## config.mk

```make
export PLATFORM = sky130hd
export DESIGN_NAME = clksel_ctrl
export DESIGN_NICKNAME = d
export VERILOG_FILES = /design/src/rtl/clksel_pkg.sv /design/src/rtl/clk_edge_counter.sv /design/src/rtl/clksel_ctrl.sv
export SDC_FILE = /design/constraint.sdc
export NUM_CORES = 1
export LEC_CHECK = 0
export CAP_MARGIN = 20
export CORE_MARGIN = 5
export CORE_UTILIZATION = 52
export DETAILED_ROUTE_END_ITERATION = 8
export PLACE_DENSITY = 0.74
export SETUP_SLACK_MARGIN = 0.1
export SLEW_MARGIN = 20
export SYNTH_ARGS = -nofsm -noshare
export SYNTH_HDL_FRONTEND = slang
export SYNTH_HIERARCHICAL = 1
export SYNTH_SLANG_ARGS = --single-unit
```

## constraint.sdc

```tcl
create_clock -name clk -period 1.8 [get_ports clk]
set_input_delay 0.36 -clock clk [delete_from_list [all_inputs] [get_ports clk]]
set_output_delay 0.36 -clock clk [all_outputs]
set_load 0.005 [all_outputs]
```

## src/rtl/clksel_pkg.sv

```systemverilog
// clksel_pkg: state type, default parameters and counter-width helper for clksel_ctrl
package clksel_pkg;
  typedef enum logic [2:0] {INIT, RUN, GATE, SWITCH, SETTLE} clksel_state_t;
  localparam int WINDOW_DEF = 1024;
  localparam int MIN_EDGES_DEF = 4;
  localparam int GATE_CYCLES_DEF = 4;
  localparam int HOLD_WINDOWS_DEF = 2;
  function automatic int cnt_w(input int max);
    return (max < 2) ? 1 : $clog2(max + 1);
  endfunction
endpackage

```

## src/rtl/clk_edge_counter.sv

```systemverilog
// clk_edge_counter: synchronizes a sampled clock and counts its rising edges, saturating at MAX
module clk_edge_counter
  import clksel_pkg::*;
#(
  parameter int MAX = MIN_EDGES_DEF
) (
  input  logic clk,
  input  logic rst_n,
  input  logic src,
  input  logic clr,
  output logic full
);
  localparam int W = cnt_w(MAX);
  logic [2:0] sync;
  logic [W-1:0] cnt, cnt_nxt;
  logic rise;
  assign rise = sync[1] & ~sync[2];
  // includes this cycle's edge so an edge on the window-closing cycle is not lost
  assign cnt_nxt = (cnt == W'(MAX)) ? cnt : cnt + W'(rise);
  assign full = cnt_nxt == W'(MAX);
  always_ff @(posedge clk or negedge rst_n)
    if (!rst_n) begin
      sync <= '0;
      cnt <= '0;
    end else begin
      sync <= {sync[1:0], src};
      cnt <= clr ? '0 : cnt_nxt;
    end
endmodule

```

## src/rtl/clksel_ctrl.sv

```systemverilog
// clksel_ctrl: clock-source supervisor driving mux select and glitch-free gate enable
// CLKSEL_AUTOREVERT_EN: return to the preferred source after HOLD_WINDOWS good windows
module clksel_ctrl
  import clksel_pkg::*;
#(
  parameter int WINDOW       = WINDOW_DEF,
  parameter int MIN_EDGES    = MIN_EDGES_DEF,
  parameter int GATE_CYCLES  = GATE_CYCLES_DEF,
  parameter int HOLD_WINDOWS = HOLD_WINDOWS_DEF
) (
  input  logic clk,
  input  logic rst_n,
  input  logic clk_a,
  input  logic clk_b,
  input  logic prefer_b,
  output logic sel,
  output logic clk_en,
  output logic a_ok,
  output logic b_ok,
  output logic busy
);
  localparam int WW = cnt_w(WINDOW - 1);
  localparam int GW = cnt_w(GATE_CYCLES);
  if (WINDOW < 16 || MIN_EDGES < 1 || 2 * MIN_EDGES >= WINDOW || GATE_CYCLES < 1 || HOLD_WINDOWS < 1)
    $error("clksel_ctrl: illegal parameter set");
  clksel_state_t state, nxt;
  logic [WW-1:0] win;
  logic [GW-1:0] gcnt;
  logic a_full, b_full, wend, wend_q, dec, pref_ok, cur_ok, oth_ok, rev, tgt, gdone;
  assign wend = win == WW'(WINDOW - 1);
  assign gdone = gcnt == GW'(GATE_CYCLES - 1);
  clk_edge_counter #(.MAX(MIN_EDGES)) u_a (.clk(clk), .rst_n(rst_n), .src(clk_a), .clr(wend), .full(a_full));
  clk_edge_counter #(.MAX(MIN_EDGES)) u_b (.clk(clk), .rst_n(rst_n), .src(clk_b), .clr(wend), .full(b_full));
  always_ff @(posedge clk or negedge rst_n)
    if (!rst_n) begin
      win <= '0;
      a_ok <= 1'b0;
      b_ok <= 1'b0;
      wend_q <= 1'b0;
      dec <= 1'b0;
    end else begin
      win <= wend ? '0 : win + WW'(1);
      if (wend) begin
        a_ok <= a_full;
        b_ok <= b_full;
      end
      wend_q <= wend;
      dec <= wend_q;
    end
  assign pref_ok = prefer_b ? b_ok : a_ok;
  assign cur_ok = sel ? b_ok : a_ok;
  assign oth_ok = sel ? a_ok : b_ok;
  assign tgt = (pref_ok && rev) ? prefer_b : (cur_ok || !oth_ok) ? sel : ~sel;
`ifdef CLKSEL_AUTOREVERT_EN
  localparam int HW = cnt_w(HOLD_WINDOWS);
  logic [HW-1:0] hold;
  logic pref_full;
  assign pref_full = prefer_b ? b_full : a_full;
  always_ff @(posedge clk or negedge rst_n)
    if (!rst_n) hold <= '0;
    else if (wend) hold <= !pref_full ? '0 : (hold == HW'(HOLD_WINDOWS)) ? hold : hold + HW'(1);
  assign rev = hold == HW'(HOLD_WINDOWS);
`else
  logic pref_q, pchg;
  // a preference change stays pending until a decision consumes it
  always_ff @(posedge clk or negedge rst_n)
    if (!rst_n) begin
      pref_q <= 1'b0;
      pchg <= 1'b0;
    end else begin
      pref_q <= prefer_b;
      pchg <= (prefer_b != pref_q) | (pchg & ~dec);
    end
  assign rev = ~cur_ok | pchg;
`endif
  always_ff @(posedge clk or negedge rst_n)
    if (!rst_n) begin
      state <= INIT;
      gcnt <= '0;
      sel <= 1'b0;
    end else begin
      state <= nxt;
      gcnt <= (nxt != state) ? '0 : gcnt + GW'(1);
      if (nxt == SWITCH && state != SWITCH) sel <= ~sel;
    end
  always_comb begin
    nxt = state;
    case (state)
      INIT:    if (dec && (a_ok || b_ok)) nxt = (tgt != sel) ? SWITCH : SETTLE;
      RUN:     if (dec && tgt != sel) nxt = GATE;
      GATE:    if (gdone) nxt = SWITCH;
      SWITCH:  nxt = SETTLE;
      SETTLE:  if (gdone) nxt = RUN;
      default: nxt = INIT;
    endcase
  end
  always_comb begin
    clk_en = state == RUN;
    busy = state != RUN;
  end
endmodule

```

Figure 1. Wire density map (run 1).
The die is cut into 13 by 13 equal tiles; black is low, pale yellow is high, scaled to the fullest tile. Values are wire area over tile area, all layers added.
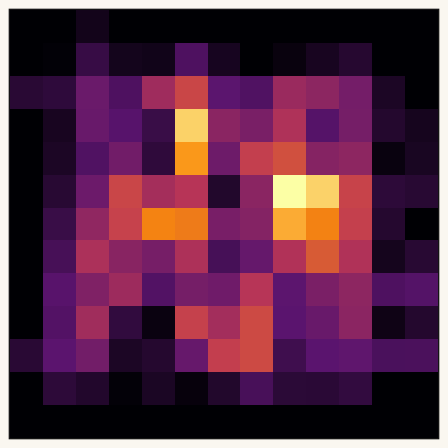
- densest ninth of the die: centre
- nearly empty tiles: 26%
- fullest tile: 0.49
- tiles over half the peak: 12%
- mean over tiles: 0.11
Total Routing Usage GR: 16.4%
total detailed-routing wirelength: 2930 um
routed length per placed instance: 14.8 um
Via Count: 1128

Figure 2. Sequential cells grouped by signal name (run 1).
Other sequential cells in the stronger grey, the rest of the logic in the fainter grey.
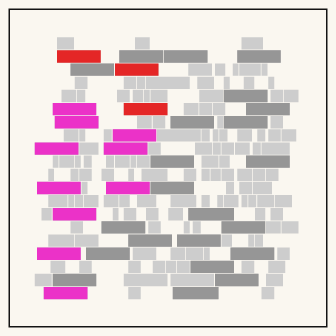
- u_a/cnt: red (sequential cells 3)
- win: magenta (sequential cells 10; where west)
- not coloured: 22
register cell area after layout: 878 um^2
flip-flop and latch share of the layout cell area: 44.7%

Figure 3. Port wiring (run 1).
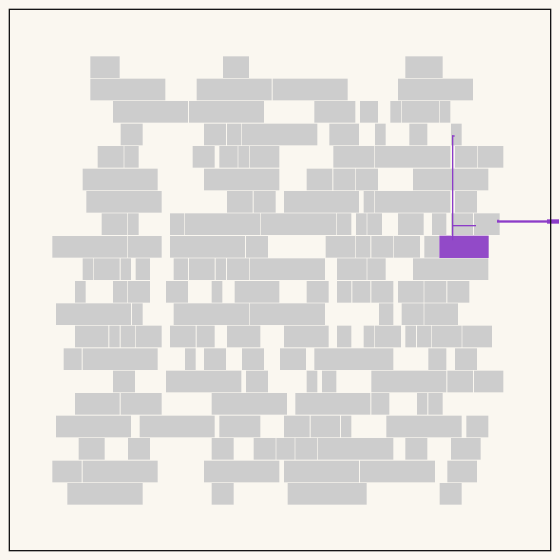
- clk_en: purple (direction output; edge east; end cells 1; buffers 1; wire 21.4 um)

==> run 1: layout make-up <==
| cell class | instances | share of cell area, % |
|---|---|---|
| clock buffers | 8 | 3.50 |
| repair buffers | 24 | 10.2 |
| inverters | 6 | 1.15 |
| flip-flops and latches | 35 | 44.7 |
| well taps | 33 | 2.10 |
| multi-input cells | 92 | 38.3 |
==> run 1: path summary, 6_finish.rpt <==
check / from / endpoint / slack, ps
setup / recovery: u_b/sync[1] / b_ok / 90
min in group asynchronous: rst_n / pref_q / 430
max in group asynchronous: rst_n / sel / 1050
hold / removal: u_b/sync[0] / u_b/sync[1] / 360
setup reg to reg: u_b/sync[1] / b_ok / 90
hold reg to reg: u_b/sync[0] / u_b/sync[1] / 360
==> run 1: routing by layer <==
| layer | vias to the layer above | routed length [um] |
|---|---|---|
| met5 | - | 0 |
| met1 | 555 | 1140 |
| met4 | 0 | 63 |
| met2 | 28 | 1600 |
| li1 | 538 | - |
| met3 | 7 | 130 |
==> run 1: critical path: stages (launching register included) <==
cell	delay, ps
sky130_fd_sc_hd__dfrtp_1	390
sky130_fd_sc_hd__nor2b_4	130
sky130_fd_sc_hd__ha_4	160
sky130_fd_sc_hd__ha_4	260
sky130_fd_sc_hd__nor4b_1	40
sky130_fd_sc_hd__or3_1	350
sky130_fd_sc_hd__mux2_4	270
==> run 1: power by group through the flow <==
stage	logic (W)	registers, W	clock network [W]
5_1_grt	0.000359	0.000945	0.000537
6_report	0.000306	0.000936	0.000477
4_1_cts	0.000306	0.000935	0.000491
2_1_floorplan	0.000183	0.000916	0
3_5_place_dp	0.000261	0.000934	0
3_3_place_gp	0.000233	0.000924	0
==> run 1: repair_timing <==
item	CTS	global route
cloned	0	0
buffers inserted	6	2
endpoints found under the setup margin	7	7
resized	17	1
hold buffers	0	0
pin swaps	7	0
==> summary.rpt, run 1 <==
FLOW METRICS REPORT
----------------------------------------------------
[Outcome]
  Result of the run ........................ completed

[Placement]
  Post-DP HPWL ........................ 2070 um
  Port Buffer Count ........................ 9
  Post-Place Cells ........................ 182
  Post-placement worst setup slack ........................ -18.5 ps

[Final timing]
  Clock period minus worst slack ........................ 1710 ps
  Post-route setup slack ........................ 87.6 ps
  Maximum clock frequency ........................ 0.584 GHz
  Relative slew slack ........................ 69.2%
  Unrepaired setup endpoints after global routing ........................ yes
  Setup Total Neg Slack ........................ 0 ps
  Number of failing hold endpoints at the final stage ........................ 0
  Period utilisation layout ........................ 95.1%

[Pwr]
  Part of the total power dissipated in combinational logic ........................ 17.8%
  Sw power ........................ 0.000460 W
  Clock network power share ........................ 27.7%
  Worst VDD drop ........................ 0.631 mV

[Final layout]
  Final instance area ........................ 0.00196 mm^2
  Number of inserted filler cells in the final layout ........................ 240
  Most frequent logic cells in the routed design ........................ sky130_fd_sc_hd__dfrtp_1 (33), sky130_fd_sc_hd__buf_4 (15), sky130_fd_sc_hd__nor2_1 (10)
  Comb. cell area ........................ 753 um^2
  Antenna cells ........................ 0
  Relative area change from synthesis to final layout ........................ 23.1%

[Global route]
  Vias in the first global route ........................ 1196
  Met1 Track Usage GR ........................ 17.0%

[CTS]
  Clock latency reported for the late side of the worst-skew pair ........................ 330 ps
  Clock edge transition at the registers on the reported setup and hold paths ........................ 100 ps

[Die]
  Die area ........................ 0.00428 mm^2
  Width of the die ........................ 65.4 um
  Area of the core region ........................ 0.00300 mm^2

[Yosys]
  Most common cell in the netlist ........................ sky130_fd_sc_hd__dfrtp_1
  Dominant cell type by area after synthesis ........................ sky130_fd_sc_hd__dfrtp_1
  Synth Area per Inst ........................ 11.7 um^2
  YS chip area ........................ 0.00160 mm^2
  Commonest register cell after synthesis ........................ sky130_fd_sc_hd__dfrtp_1
  Area share of xor/xnor cells in the synthesized design ........................ 4.94%
  Yosys stat cell total ........................ 136
  Adders+Majority by Area ........................ 6.12%
  Sequential element share of the synthesized area ........................ 54.9%

[Drt]
  Number of vias per cell after detailed routing ........................ 5.70
  DRC violations left ........................ 0

[Worst setup path]
  CP startpoint kind ........................ register

[Hold path]
  Hold crit path type ........................ reg -> reg

----------------------------------------------------
Figure 4. Metal 3 (run 1).
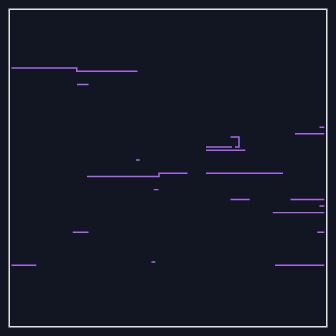

==> run 2, diff against run 1 <==
- CORE_ASPECT_RATIO: not set -> 1.4
Figure 5. Metal 3 (run 2).
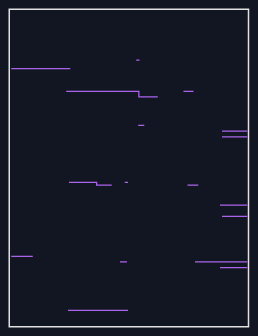
- longest straight run: 17.2 um
- share of all routed wire: 3.9%

==> run 2 against run 1 <==
Against the previous run: worst setup slack better by 18 ps; largest power group unchanged; first-iteration DRC count decreased by 87%; cell count grew 1.5%.
==> summary.rpt, run 2 <==
FLOW METRICS REPORT
----------------------------------------------------
[Outcome]
  Result of the run ........................ completed (unchanged)

[Final timing]
  Relative slew slack ........................ 70.8% (was 69.2%)
  Post-route setup slack ........................ 106 ps (was 87.6 ps)
  Maximum clock frequency ........................ 0.590 GHz (was 0.584 GHz)
  Period utilisation layout ........................ 94.1% (was 95.1%)
  Unrepaired setup endpoints after global routing ........................ yes (unchanged)
  Clock period minus worst slack ........................ 1690 ps (was 1710 ps)
  Number of failing hold endpoints at the final stage ........................ 0 (unchanged)
  Setup Total Neg Slack ........................ 0 ps (unchanged)

[Yosys]
  Most common cell in the netlist ........................ sky130_fd_sc_hd__dfrtp_1 (unchanged)
  Yosys stat cell total ........................ 136 (unchanged)
  Synth Area per Inst ........................ 11.7 um^2 (unchanged)
  Commonest register cell after synthesis ........................ sky130_fd_sc_hd__dfrtp_1 (unchanged)
  Leading cell types by count after synthesis ........................ sky130_fd_sc_hd__dfrtp_1 (35), sky130_fd_sc_hd__nor2_1 (10), sky130_fd_sc_hd__nand3_1 (8), sky130_fd_sc_hd__nor3b_1 (8), sky130_fd_sc_hd__ha_1 (7) (unchanged)
  Sequential element share of the synthesized area ........................ 54.9% (unchanged)
  YS chip area ........................ 0.00160 mm^2 (unchanged)

[Die]
  Width of the die ........................ 56.8 um (was 65.4 um)
  Area of the core region ........................ 0.00291 mm^2 (was 0.00300 mm^2)

[CTS]
  Clock latency reported for the late side of the worst-skew pair ........................ 290 ps (was 330 ps)
  Cts-stage hold buffer count ........................ 0 (unchanged)
  Clock edge transition at the registers on the reported setup and hold paths ........................ 70 ps (was 100 ps)

[Final layout]
  Antenna cells ........................ 0 (unchanged)
  Register cell area after layout ........................ 877 um^2 (was 878 um^2)
  Relative area change from synthesis to final layout ........................ 27.6% (was 23.1%)
  Number of inserted filler cells in the final layout ........................ 210 (was 240)
  Most frequent logic cells in the routed design ........................ sky130_fd_sc_hd__dfrtp_1 (34), sky130_fd_sc_hd__buf_4 (14), sky130_fd_sc_hd__nor2_1 (10) (was sky130_fd_sc_hd__dfrtp_1 (33), sky130_fd_sc_hd__buf_4 (15), sky130_fd_sc_hd__nor2_1 (10))

[Hold path]
  Hold crit path type ........................ reg -> reg (unchanged)

[Global route]
  Total Routing Usage GR ........................ 16.2% (was 16.4%)
  Vias in the first global route ........................ 1189 (was 1196)

[Drt]
  Routed length per placed instance ........................ 14.8 um (about the same)
  DRC violations left ........................ 0 (unchanged)
  Total detailed-routing wirelength ........................ 2970 um (was 2930 um)
  Number of vias per cell after detailed routing ........................ 5.54 (was 5.70)

[Worst setup path]
  CP startpoint kind ........................ register (unchanged)
  Maximum cell stage delay along the critical path ........................ 380 ps (was 390 ps)
  Most common cell on crit path ........................ sky130_fd_sc_hd__ha_4 (unchanged)
  Worst path buffer plus inverter count ........................ 0 (unchanged)
  CP max stage cell ........................ sky130_fd_sc_hd__dfrtp_1 (unchanged)

[Placement]
  Post-DP HPWL ........................ 2020 um (was 2070 um)

----------------------------------------------------
Figure 6. Port wiring (run 2).
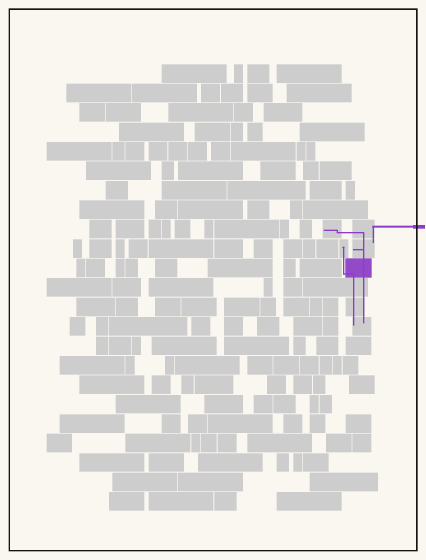
- clk_en: purple (direction output; edge east; end cells 1; buffers 2; wire 40.2 um)
Port Buffer Count: 9
IO Count: 10

## run 2: kinds of logic (layout without fill, tap and decap cells)
family	count (synthesis)	after routing	synth area share, %
and+or+nand+nor	56	56	21.7
AOI/OAI and AO/OA	17	17	7.61
xor gates and xnor gates	9	9	4.94
DFF	35	35	54.9
adders and majority gates	8	8	6.12
muxes	2	2	1.88
buffers and inverters	9	37	2.82
## run 2: cell type report
class	instances	area share, %
clock buffer	5	3.38
clock inverter	3	3.32
inverter	6	1.11
multi-input combinational	92	37.4
sequential	35	43.1
tap	37	2.27
timing repair buffer	23	9.47
## run 2: path summary, 6_finish.rpt
check	startpoint	end	slack, ps	cells after the start
min in group asynchronous	rst_n	pref_q	480	2
worst max-delay path	u_b/sync[1]	b_ok	110	6
max in group asynchronous	rst_n	sel	1000	2
worst min-delay path	wend_q	dec	350	0
worst min register to register	wend_q	dec	350	0
worst max register to register	u_b/sync[1]	b_ok	110	6
## run 2: routing by layer
layer / up-vias / wire (um) / track usage (%)
met5: - / 0 / 0
met4: 0 / 117 / 11.6
met3: 9 / 115 / 4.75
met2: 19 / 1550 / 29.3
met1: 541 / 1190 / 15.9
li1: 545 / - / -
## run 2: through the flow
stage,area [um^2],cells,utilization [%]
final,2040,201,70.0
after global routing,2040,201,70.0
after CTS,1960,198,67.5
after detailed placement,1770,187,61.0
after global placement,1770,187,61.0
after floorplan,1600,136,-
## run 2: repair_timing
item,in CTS,in global routing
endpoints found under the setup margin,4,9
buffers inserted,3,3
pin swaps,4,5
resized,8,9
## run 2: report_power, final
group | total, W | internal [W] | switching (W)
Sequential | 0.000948 | 0.000856 | 0.0000924
Combinational | 0.000315 | 0.000179 | 0.000136
Clock | 0.000847 | 0.000552 | 0.000295
Total | 0.00211 | 0.00159 | 0.000523
Power figures rest on the tool's default switching activity, not on a simulated workload.
